Fig. 1: run 1, clock wiring as the flow saved it
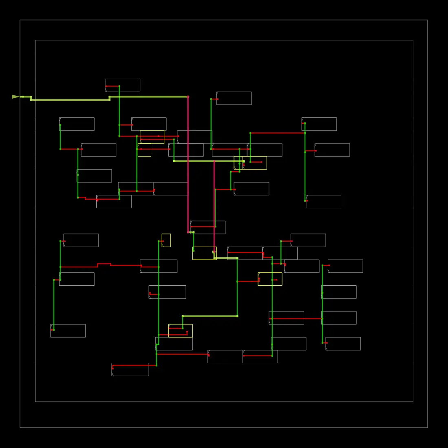
Fig. 2: run 1, supply network
Pins as bars on the die edge.
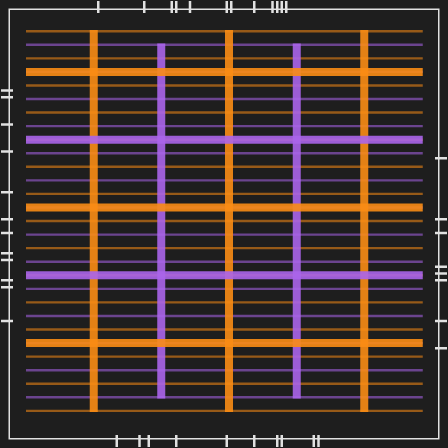
Fig. 3: run 1, where the registers sit
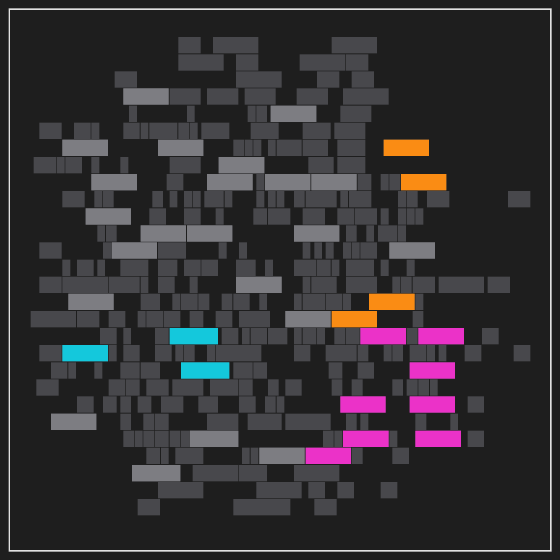
Fig. 4: run 1, the metal 1 layer
Supply wires on this layer in gray.
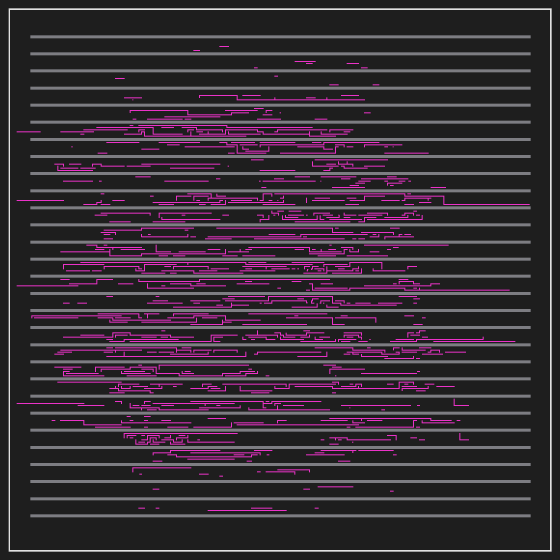
File: config.mk
export PLATFORM = sky130hd
export DESIGN_NAME = alu_seq_ctrl
export DESIGN_NICKNAME = d
export VERILOG_FILES = /design/src/rtl/alu_pkg.sv /design/src/rtl/alu_seq_ctrl.sv
export SDC_FILE = /design/constraint.sdc
export NUM_CORES = 1
export LEC_CHECK = 0
export CAP_MARGIN = 20
export CORE_MARGIN = 3
export CORE_UTILIZATION = 30
export CTS_BUF_LIST = sky130_fd_sc_hd__clkbuf_4 sky130_fd_sc_hd__clkbuf_8
export DETAILED_ROUTE_END_ITERATION = 6
export SLEW_MARGIN = 10
export SYNTH_ARGS = -nofsm -noshare
export SYNTH_HDL_FRONTEND = slang
export SYNTH_SLANG_ARGS = --single-unit
File: constraint.sdc
create_clock -name clk -period 2.1 [get_ports clk]
set_clock_uncertainty 0.05 [all_clocks]
set_input_delay 0.42 -clock clk [delete_from_list [all_inputs] [get_ports clk]]
set_output_delay 0.42 -clock clk [all_outputs]
set_load 0.1 [all_outputs]
File: src/rtl/alu_pkg.sv
// Shared definitions for the ALU and its command sequencer.
//   cmd_e   : command encodings presented on alu_seq_ctrl.cmd
//   ALUOP_* : operation select driven onto the ALU op input
//   state_e : sequencer FSM state encoding
package alu_pkg;

  typedef enum logic [2:0] {
    CMD_ADD = 3'd0,
    CMD_SUB = 3'd1,
    CMD_AND = 3'd2,
    CMD_OR  = 3'd3,
    CMD_MUL = 3'd4,
    CMD_ACC = 3'd5,
    CMD_CLR = 3'd6,
    CMD_ILL = 3'd7
  } cmd_e;

  localparam logic [1:0] ALUOP_ADD = 2'b00;
  localparam logic [1:0] ALUOP_SUB = 2'b01;
  localparam logic [1:0] ALUOP_AND = 2'b10;
  localparam logic [1:0] ALUOP_OR  = 2'b11;

  typedef enum logic [1:0] {
    ST_IDLE = 2'd0,
    ST_EXEC = 2'd1,
    ST_MUL  = 2'd2,
    ST_DONE = 2'd3
  } state_e;

endpackage

File: src/rtl/alu_seq_ctrl.sv
// Command sequencer around an external combinational 4-bit ALU.
// Accepts commands over cmd_valid/cmd_ready, runs them through the ALU
// (single-cycle ops, 4-step shift-add multiply, 4-bit accumulator) and
// returns results over rsp_valid/rsp_ready.
//   clk, rst_n          : clock, synchronous active-low reset
//   cmd_valid/cmd_ready : command handshake; cmd, a, b sampled on accept
//   alu_a/alu_b/alu_op  : operands and op driven to the ALU
//   alu_res/alu_cout    : ALU result and carry
//   rsp_valid/rsp_ready : response handshake
//   result/carry/err    : response payload, held stable while rsp_valid
module alu_seq_ctrl
  import alu_pkg::*;
(
  input  logic       clk,
  input  logic       rst_n,
  input  logic       cmd_valid,
  output logic       cmd_ready,
  input  logic [2:0] cmd,
  input  logic [3:0] a,
  input  logic [3:0] b,
  output logic [3:0] alu_a,
  output logic [3:0] alu_b,
  output logic [1:0] alu_op,
  input  logic [3:0] alu_res,
  input  logic       alu_cout,
  output logic       rsp_valid,
  input  logic       rsp_ready,
  output logic [7:0] result,
  output logic       carry,
  output logic       err
);

  state_e     state, state_next;
  logic [2:0] cmd_q;
  logic [3:0] a_q, b_q;
  logic [3:0] acc;
  logic [3:0] p_hi, q;
  logic [1:0] step;
  logic       accept;
  logic [3:0] p_hi_next, q_next;

  assign accept = cmd_valid & cmd_ready;

  // One shift-add multiply step: when the multiplier LSB is set the partial
  // product P_hi + a (with carry) is shifted right together with Q,
  // otherwise P_hi alone is shifted into Q.
  always_comb begin
    if (q[0]) begin
      p_hi_next = {alu_cout, alu_res[3:1]};
      q_next    = {alu_res[0], q[3:1]};
    end else begin
      p_hi_next = {1'b0, p_hi[3:1]};
      q_next    = {p_hi[0], q[3:1]};
    end
  end

  // State register
  always_ff @(posedge clk) begin
    if (!rst_n) state <= ST_IDLE;
    else        state <= state_next;
  end

  // Next-state logic
  always_comb begin
    state_next = state;
    case (state)
      ST_IDLE: begin
        if (accept) begin
          case (cmd)
            CMD_ADD, CMD_SUB, CMD_AND, CMD_OR, CMD_ACC: state_next = ST_EXEC;
            CMD_MUL: state_next = ST_MUL;
            default: state_next = ST_DONE;
          endcase
        end
      end
      ST_EXEC: state_next = ST_DONE;
      ST_MUL:  if (step == 2'd3) state_next = ST_DONE;
      default: if (rsp_ready) state_next = ST_IDLE;
    endcase
  end

  // Output logic
  always_comb begin
    cmd_ready = (state == ST_IDLE);
    rsp_valid = (state == ST_DONE);
    alu_a     = 4'd0;
    alu_b     = 4'd0;
    alu_op    = ALUOP_ADD;
    case (state)
      ST_EXEC: begin
        alu_a  = (cmd_q == CMD_ACC) ? acc : a_q;
        alu_b  = b_q;
        alu_op = (cmd_q == CMD_ACC) ? ALUOP_ADD : cmd_q[1:0];
      end
      ST_MUL: begin
        alu_a  = p_hi;
        alu_b  = a_q;
        alu_op = ALUOP_ADD;
      end
      default: ;
    endcase
  end

  // Datapath registers
  always_ff @(posedge clk) begin
    if (!rst_n) begin
      cmd_q  <= 3'd0;
      a_q    <= 4'd0;
      b_q    <= 4'd0;
      acc    <= 4'd0;
      p_hi   <= 4'd0;
      q      <= 4'd0;
      step   <= 2'd0;
      result <= 8'd0;
      carry  <= 1'b0;
      err    <= 1'b0;
    end else begin
      case (state)
        ST_IDLE: begin
          if (accept) begin
            cmd_q <= cmd;
            a_q   <= a;
            b_q   <= b;
            p_hi  <= 4'd0;
            q     <= b;
            step  <= 2'd0;
            if (cmd == CMD_CLR) begin
              acc    <= 4'd0;
              result <= 8'd0;
              carry  <= 1'b0;
              err    <= 1'b0;
            end else if (cmd == CMD_ILL) begin
              result <= 8'd0;
              carry  <= 1'b0;
              err    <= 1'b1;
            end
          end
        end
        ST_EXEC: begin
          result <= {4'd0, alu_res};
          // Carry is only meaningful for the arithmetic ops
          carry  <= (cmd_q == CMD_ADD || cmd_q == CMD_SUB || cmd_q == CMD_ACC)
                    ? alu_cout : 1'b0;
          if (cmd_q == CMD_ACC) acc <= alu_res;
        end
        ST_MUL: begin
          p_hi <= p_hi_next;
          q    <= q_next;
          step <= step + 2'd1;
          if (step == 2'd3) begin
            result <= {p_hi_next, q_next};
            carry  <= 1'b0;
          end
        end
        default: begin
          if (rsp_ready) err <= 1'b0;
        end
      endcase
    end
  end

endmodule
==> results.rst, run 1 <==
Synthesis and place-and-route
=============================

.. list-table::
   :header-rows: 1

   * - Metric
     - Value
   * - Post-Route Setup TNS
     - 0 ns
   * - Gr ovfl total
     - 0
   * - Pwr/cell area
     - 1010 mW/mm2
   * - Share of total power in combinational logic
     - 0.510
   * - Fraction of registers with async set or reset after synthesis
     - 0
   * - Nature of the critical path startpoint
     - flop
   * - Area post-placement
     - 0.00265 mm2
   * - Summed area of non-filler cells in the final layout
     - 0.00282 mm2
   * - I/O pins
     - ~42
   * - Final Max Tran Viols
     - 0
   * - Fillers
     - approximately 600
   * - Number of distinct library cells after synthesis
     - 41
   * - Fraction of the mapped netlist area in adder cells
     - 0.0327
   * - Post-Synthesis Cells
     - 242
   * - Post-cts hold-fix buffer tally
     - 0
   * - Launching element of the worst setup path
     - cmd_q[1]
   * - Count of instantiated cells in the yosys netlist
     - about 240
   * - Share of Yosys cell area claimed by the top area cell type
     - 0.387
   * - Floorplan Utilization
     - 0.316
   * - Data arrival, critical path
     - approximately 1.6 ns
   * - Chip area
     - about 0.0074 mm2
   * - Critical path class
     - reg -> out
   * - Synth top area cells
     - dfxtp_1 39%, nand2_1 11%, a21oi_1 5.8%
   * - Cell Rows
     - 28
   * - Worst endpoint required time
     - about 1.6 ns
   * - Library cell with the largest summed area after synthesis
     - dfxtp_1
   * - Top cell type by instance count after synthesis
     - nand2_1
   * - Hold Crit Start
     - result[0]
   * - Number of stages on the worst hold path
     - 2
   * - Remaining DRCs
     - 0
   * - Hold Vio Cnt, Final
     - 0
   * - Ant. Diodes
     - 0
   * - Fraction of layout instances using a drive strength above 1
     - 0.282
   * - Area growth syn-to-layout
     - 47.4%
   * - Most utilized layer in the global route result
     - met2
   * - Yosys warning tally
     - 0
   * - Hold slack final
     - ~0.40 ns
   * - Mapped Area
     - approximately 0.0019 mm2
   * - Clock transition at path regs
     - about 0.08 ns
   * - Clock Tree Root
     - clkbuf_8
   * - Buffer depth of the longest clock path
     - 2
   * - Logic family by area
     - simple AND/OR/NAND/NOR gates
   * - DP Worst Slack
     - just over 0.06 ns
   * - Iter 0 DRT Violations
     - around 190
   * - Clk pwr
     - 0.494 mW
   * - Run status
     - finished clean
   * - Global routing met1 resource utilization
     - 0.196
   * - Chip area from the yosys synthesis statistics
     - 0.00191 mm2
   * - Net count, final
     - between 300 and 400
   * - M2 GR Usage
     - 0.237
   * - Group with the largest share of power
     - combinational logic
   * - Post-synthesis simple-gate area fraction
     - 0.267
   * - Detailed-placement wirelength estimate
     - slightly below 4000 um
   * - TritonCTS clock tree
     - yes
   * - Via count
     - 1,887
   * - Number of buffers inserted to repair setup after CTS
     - 0
   * - Final cell utilization of the core
     - 0.465
   * - Cell count after placement
     - about 360
   * - Post-layout period usage of the worst path
     - 0.973
   * - Sequential fraction of design power
     - 0.316
   * - Multiplexer share of the synthesized area
     - 0.0445
   * - Slew of the pin with the lowest slew margin
     - 0.456 ns
   * - Number of gates resized after CTS
     - 12
   * - Count of flip-flops with a built-in enable after synthesis
     - 0
   * - Placer Congestion
     - between 0.8 and 0.9
   * - Number of standard cells in the layout, taps in and fillers out
     - approximately 370
   * - Largest net degree at the start of global routing
     - 22
   * - Endpoint kind of the worst setup timing path
     - primary output
   * - Aoi/oai-family share of the synthesized area
     - 0.215
   * - Yosys xor share
     - 0
   * - Clock power share
     - 0.174
   * - Achievable clock frequency
     - approximately 0.5 GHz
   * - Vias per cell
     - just over 5
   * - Antenna violations before repair
     - 0
   * - Switching share of power
     - 0.418
   * - Detailed-route wire length
     - 5330 um
   * - Port-buffer cells
     - ~40
   * - Drt first pass iters
     - 5
   * - Power dissipated in combinational cells
     - ~1.5 mW
   * - Met3 Usage GRT
     - 0.0355
   * - Post-synthesis average cell area
     - 7.91 um2
   * - Class of the most critical hold timing path
     - reg -> reg
   * - Syn nets
     - approximately 270
   * - Leak
     - 1.07 nW
   * - Sequential-cell power consumption
     - around 0.9 mW
   * - Net switching power of the design
     - between 1 and 1.5 mW
   * - Number of endpoints failing setup at the final stage
     - 0
   * - Flops after synth
     - 37
   * - Max-cap violation count
     - 0
   * - Reg2Reg Depth
     - 7
   * - Sequential fraction of the synthesis area
     - 0.387
   * - Number of buffers created by CTS
     - 5
   * - Synth top cells by count
     - 56 x nand2_1, 37 x dfxtp_1, 22 x a21oi_1
   * - Max FO, Critical Path
     - 8
   * - Prevailing post-synth register cell
     - dfxtp_1
   * - Latest clock arrival within the worst-skew pair
     - about 0.29 ns
   * - Minimum clock period after layout
     - 2.04 ns
   * - Wire length of the first global-routing pass
     - ~8600 um
   * - Final Total Pwr
     - around 2.8 mW
   * - RSZ-0062 raised after global routing
     - yes
   * - H-tree lvl count
     - 2
## Picture notes: Fig. 1
Sink Count: 37
clock tree buffer count of the final layout: 6
sequential cell count of the final layout: 37

## Picture notes: Fig. 2
orange -> VSS
purple -> VDD
signal pins = 42
met1 rails = 29
rows = 28
met5 straps = 5
total core area: 0.00606 mm2
Max rail drop VDD: 0.000393 V
vertical die dimension: 85.9 um
die width: 85.9 um

## Picture notes: Fig. 3
orange -> p_hi  # sequential cells 4, where east
cyan -> cmd_q  # sequential cells 3
magenta -> result  # sequential cells 8, where south-east
not colored = 22

## Picture notes: Fig. 4
wire length on this layer = 2,470 um
share of all routed wire = 46%
nets with wire on the layer = 273

==> run 1: path summary, 6_finish.rpt <==
path | end | slack [ns]
worst min register to register | result[0] | 0.40
worst max register to register | carry | 0.32
worst min-delay path | result[0] | 0.40
worst max-delay path | alu_a[2] | 0.06
==> run 1: state kept, by name, summed over array words and instances, names as in the netlist <==
name and count:
a_q 4, carry 1, err 1, result 8, p_hi 4, step 2
q 4, b_q 4, state 2, cmd_q 3, acc 4
==> run 1: layout by cell type (no fill, tap or decap), types with 5 or more instances in the layout <==
| cell | instances |
|---|---|
| a22oi_2 | 8 |
| nand3_1 | 8 |
| buf_12 | 14 |
| a21oi_1 | 22 |
| clkbuf_8 | 5 |
| nor2b_4 | 9 |
| dfxtp_1 | 33 |
| a21boi_0 | 7 |
| clkdlybuf4s50_1 | 19 |
| nand2_1 | 56 |
| buf_4 | 26 |
| nor2_1 | 14 |
| inv_1 | 7 |
==> run 1: cell type report <==
| cell class | instances | area [um2] | share of cell area |
|---|---|---|---|
| Tap cell | 75 | 93.8 | 0.0333 |
| Sequential cell | 37 | 746 | 0.264 |
| Clock buffer | 6 | 76.3 | 0.0271 |
| Clock inverter | 2 | 10.0 | 0.00355 |
| Multi-Input combinational cell | 181 | 1190 | 0.424 |
| Timing Repair Buffer | 59 | 666 | 0.236 |
| Inverter | 9 | 33.8 | 0.0120 |
==> run 1: routing by layer <==
layer  part of all wire  vias up
met4              0.018        0
met2               0.47       57
li1                   -      945
met1               0.46      875
met5                  0        -
met3              0.053       10
==> run 1: critical path: stages (launching register included) <==
cell and delay [ns]:
dfxtp_2 0.33, nand3b_4 0.17, mux2_2 0.36, a22oi_2 0.19, nor2b_4 0.07, buf_12 0.16
==> run 2, diff against run 1 <==
--- a/config.mk
+++ b/config.mk
@@ -8,7 +8,7 @@
 export CAP_MARGIN = 20
 export CORE_MARGIN = 3
 export CORE_UTILIZATION = 30
-export CTS_BUF_LIST = sky130_fd_sc_hd__clkbuf_4 sky130_fd_sc_hd__clkbuf_8
+export CTS_BUF_LIST = sky130_fd_sc_hd__clkbuf_16
 export DETAILED_ROUTE_END_ITERATION = 6
 export SLEW_MARGIN = 10
 export SYNTH_ARGS = -nofsm -noshare
Fig. 5: run 2, where the registers sit
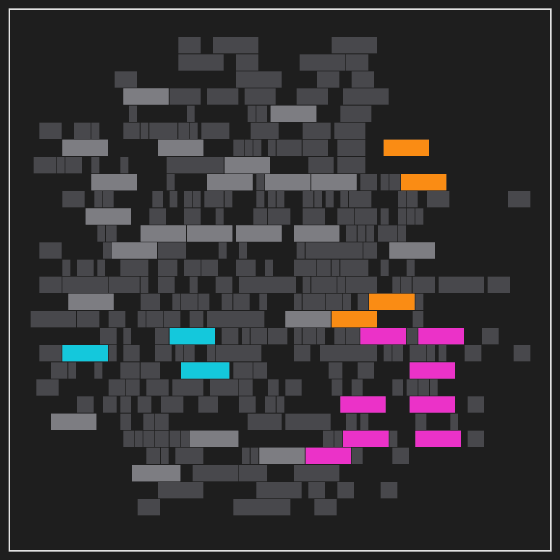
orange -> p_hi  # sequential cells 4, where east
magenta -> result  # sequential cells 8, where south-east
cyan -> cmd_q  # sequential cells 3
not colored = 22

==> results.rst, run 2 <==
Synthesis and place-and-route
=============================

.. list-table::
   :header-rows: 1

   * - Metric
     - Value
   * - Run status
     - finished clean (unchanged)
   * - CP delay by family, top
     - multiplexers (unchanged)
   * - Fillers
     - 589 (was 603)
   * - Minimum clock period after layout
     - 2.04 ns (about the same)
   * - Critical path buffers and inverters
     - 1 (unchanged)
   * - Vertical die dimension
     - 85.9 um (unchanged)
   * - Number of buffers inserted to repair setup after CTS
     - 0 (unchanged)
   * - Synth top cells by count
     - 56 x nand2_1, 37 x dfxtp_1, 22 x a21oi_1 (unchanged)
   * - Share of total power in combinational logic
     - 0.475 (was 0.510)
   * - Top reg by flops
     - result (unchanged)
   * - Iter 0 DRT Violations
     - 156 (was 194)
   * - Prevailing post-synth register cell
     - dfxtp_1 (unchanged)
   * - Worst min-delay path endpoint
     - result[0] (unchanged)
   * - Synth top area cells
     - dfxtp_1 39%, nand2_1 11%, a21oi_1 5.8% (unchanged)
   * - TritonCTS clock tree
     - yes (unchanged)
   * - Fraction of layout instances using a drive strength above 1
     - 0.272 (was 0.282)
   * - Sequential cell area
     - 744 um2 (was 746 um2)
   * - Vias per cell
     - 5.10 (was 5.11)
   * - Syn nets
     - 267 (unchanged)
   * - Flip-flop count of the largest register after layout
     - 8 (unchanged)
   * - Fraction of registers with async set or reset after synthesis
     - 0 (unchanged)
   * - Placer Congestion
     - 0.866 (unchanged)
   * - Vias in the first global route
     - 1,787 (was 1,747)
   * - Max FO, Critical Path
     - 8 (unchanged)
   * - Drt first pass iters
     - 4 (was 5)
   * - Switching share of power
     - 0.396 (was 0.418)
   * - Ant. Diodes
     - 0 (unchanged)
   * - Chip area
     - 0.00737 mm2 (unchanged)
   * - Cell Rows
     - 28 (unchanged)
   * - Number of gates resized after CTS
     - 11 (was 12)
   * - Worst endpoint required time
     - 1.63 ns (about the same)
   * - WL per Instance
     - 14.4 um (about the same)
   * - Clock transition at path regs
     - 0.06 ns (was 0.08 ns)
   * - Wire length of the first global-routing pass
     - 8730 um (was 8650 um)
   * - Share of Yosys cell area claimed by the top area cell type
     - 0.387 (unchanged)
   * - RR Startpoint
     - state[0] (unchanged)
   * - I/O pins
     - 42 (unchanged)
   * - Number of endpoints failing setup at the final stage
     - 0 (unchanged)
   * - Max rail drop VDD
     - 0.000450 V (was 0.000393 V)
   * - Library cell with the largest summed area after synthesis
     - dfxtp_1 (unchanged)
   * - Number of stages on the worst hold path
     - 2 (unchanged)
   * - Sequential fraction of design power
     - 0.294 (was 0.316)
   * - Chip area from the yosys synthesis statistics
     - 0.00191 mm2 (unchanged)
   * - Latest clock arrival within the worst-skew pair
     - 0.28 ns (was 0.29 ns)
   * - Post-cts hold-fix buffer tally
     - 0 (unchanged)
   * - Largest net degree at the start of global routing
     - 22 (unchanged)
   * - Area taken by multi-input logic gates
     - 0.00119 mm2 (unchanged)
   * - Class of the most critical hold timing path
     - reg -> reg (unchanged)
   * - Mapped Area
     - 0.00191 mm2 (unchanged)
   * - Data arrival, critical path
     - 1.57 ns (about the same)
   * - Leak
     - 1.09 nW (was 1.07 nW)
   * - Dominant logic cell types in the final layout
     - 56 x nand2_1, 34 x dfxtp_1, 26 x buf_4 (was 56 x nand2_1, 33 x dfxtp_1, 26 x buf_4)
   * - RSZ-0062 raised after global routing
     - no (was yes)
   * - Number of distinct library cells after synthesis
     - 41 (unchanged)
   * - Gr ovfl total
     - 0 (unchanged)
   * - Post-Synthesis Cells
     - 242 (unchanged)
   * - Slew of the pin with the lowest slew margin
     - 0.455 ns (was 0.456 ns)
   * - Sequential fraction of the synthesis area
     - 0.387 (unchanged)
   * - Detailed-placement wirelength estimate
     - 3900 um (unchanged)
   * - Hold Vio Cnt, Final
     - 0 (unchanged)
   * - H-tree lvl count
     - 2 (unchanged)
   * - Max-cap violation count
     - 0 (unchanged)
   * - Remaining DRCs
     - 0 (unchanged)
   * - Hold Crit Start
     - result[0] (unchanged)
   * - Number of buffers created by CTS
     - 5 (unchanged)
   * - Count of flip-flops with a built-in enable after synthesis
     - 0 (unchanged)
   * - Hold slack final
     - 0.398 ns (was 0.401 ns)
   * - Final Max Tran Viols
     - 0 (unchanged)
   * - Via count
     - 1,883 (was 1,887)
   * - Launching element of the worst setup path
     - cmd_q[1] (unchanged)
   * - Post-layout period usage of the worst path
     - 0.971 (was 0.973)
   * - Port-buffer cells
     - 41 (unchanged)
   * - Cell with the biggest individual delay on the critical path
     - mux2_2 (unchanged)
   * - Reg2Reg Depth
     - 7 (unchanged)
   * - P_int
     - 1.84 mW (was 1.65 mW)
   * - Area growth syn-to-layout
     - 50.1% (was 47.4%)
   * - Antenna violations before repair
     - 0 (unchanged)
   * - Worst path cell trace
     - nand3b_4 > mux2_2 > a22oi_2 > nor2b_4 > buf_12 (unchanged)
   * - Achievable clock frequency
     - 0.490 GHz (was 0.489 GHz)
   * - Sink Count
     - 37 (unchanged)
   * - Top cell type by instance count after synthesis
     - nand2_1 (unchanged)
   * - Count of antenna-violating nets left after detailed routing
     - 0 (unchanged)
   * - Count of instantiated cells in the yosys netlist
     - 242 (unchanged)
   * - Net switching power of the design
     - 1.20 mW (was 1.18 mW)
   * - R2R Setup Slk
     - 0.29 ns (was 0.32 ns)
   * - Post-Route Setup TNS
     - 0 ns (unchanged)
   * - Buffer depth of the longest clock path
     - 2 (unchanged)
   * - Die width
     - 85.9 um (unchanged)
   * - Pwr/cell area
     - 1060 mW/mm2 (was 1010 mW/mm2)
   * - Net count, final
     - 318 (unchanged)
   * - Total core area
     - 0.00606 mm2 (unchanged)
   * - Post-synthesis average cell area
     - 7.91 um2 (unchanged)
   * - Global Route Usage Sum
     - 0.148 (was 0.149)
   * - Endpoint kind of the worst setup timing path
     - primary output (unchanged)
   * - Worst setup path end
     - alu_a[2] (unchanged)
   * - Most used logic cell in the final layout
     - nand2_1 (unchanged)
   * - Clock power share
     - 0.231 (was 0.174)
   * - Max-Slew Margin vs Limit
     - 0.696 (about the same)
   * - Max incr delay on CP
     - 0.36 ns (about the same)
   * - Critical path class
     - reg -> out (unchanged)
   * - Number of warning messages in the logs
     - 29 (was 30)
   * - Depth of the critical timing path with buffers and inverters included
     - 5 (unchanged)
   * - Floorplan Utilization
     - 0.316 (unchanged)
   * - Nature of the critical path startpoint
     - flop (unchanged)
   * - Yosys warning tally
     - 0 (unchanged)
   * - Detailed-route wire length
     - 5320 um (was 5330 um)
   * - Clock Tree Root
     - clkbuf_16 (was clkbuf_8)
   * - Worst r2r dst
     - carry (unchanged)
   * - Flops after synth
     - 37 (unchanged)
Fig. 6: run 2, supply network
Pins as bars on the die edge.
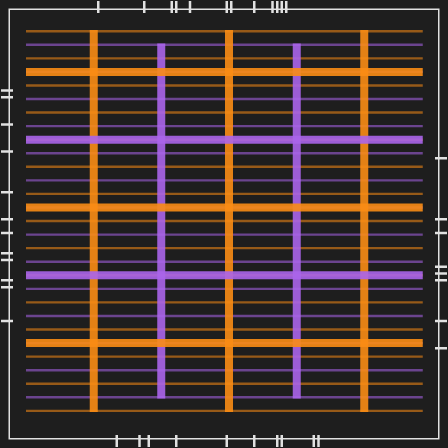
purple -> VDD
orange -> VSS
met4 straps = 5
met1 rails = 29
rows = 28
met5 straps = 5

[run 2: cell counts after synthesis]
Identical to the previous run, type by type.
[run 2: power groups by stage]
| stage | logic, mW | registers [mW] | clock network (mW) |
|---|---|---|---|
| 2_1_floorplan | 0.875 | 0.940 | 0 |
| 3_5_place_dp | 1.38 | 0.897 | 0 |
| 6_report | 1.45 | 0.895 | 0.702 |
| 5_1_grt | 1.55 | 0.908 | 0.757 |
| 4_1_cts | 1.44 | 0.892 | 0.721 |
| 3_3_place_gp | 1.38 | 0.896 | 0 |
[run 2: per-layer routing]
layer	wire, um	vias to the layer above	part of all wire	GRT usage
met5	0	-	0	0
met1	2470	876	0.46	0.198
met4	82	0	0.015	0.0460
li1	-	950	-	-
met2	2510	50	0.47	0.239
met3	259	7	0.049	0.0298
[run 2: per-stage QoR]
stage / utilization / worst slack, ns / instances / instance area (um2) / power (mW)
2_1_floorplan: - / 0.0107 / 242 / 1980 / 1.82
3_3_place_gp: 0.438 / 0.0995 / 359 / 2650 / 2.28
3_5_place_dp: 0.438 / 0.0620 / 359 / 2650 / 2.28
4_1_cts: 0.470 / 0.0198 / 367 / 2850 / 3.06
5_1_grt: 0.474 / 0.000822 / 369 / 2870 / 3.22
6_report: 0.474 / 0.0611 / 369 / 2870 / 3.04
[run 2: kinds of logic (layout without fill, tap and decap cells)]
logic type / after synthesis / in the layout / synth area share
fa+ha+maj: 5 / 5 / 0.0327
mux: 8 / 8 / 0.0445
simple gates: 107 / 107 / 0.267
buf+inv: 24 / 76 / 0.0543
flops: 37 / 37 / 0.387
compound gates: 61 / 61 / 0.215
[run 2: cell type report]
class,count,share of cell area
multi-input combinational,181,0.416
inverter,9,0.0118
clock buffer,5,0.0436
tap,75,0.0327
sequential,37,0.259
timing repair buffer,59,0.232
clock inverter,3,0.00479
Power figures rest on the tool's default switching activity, not on a simulated workload.
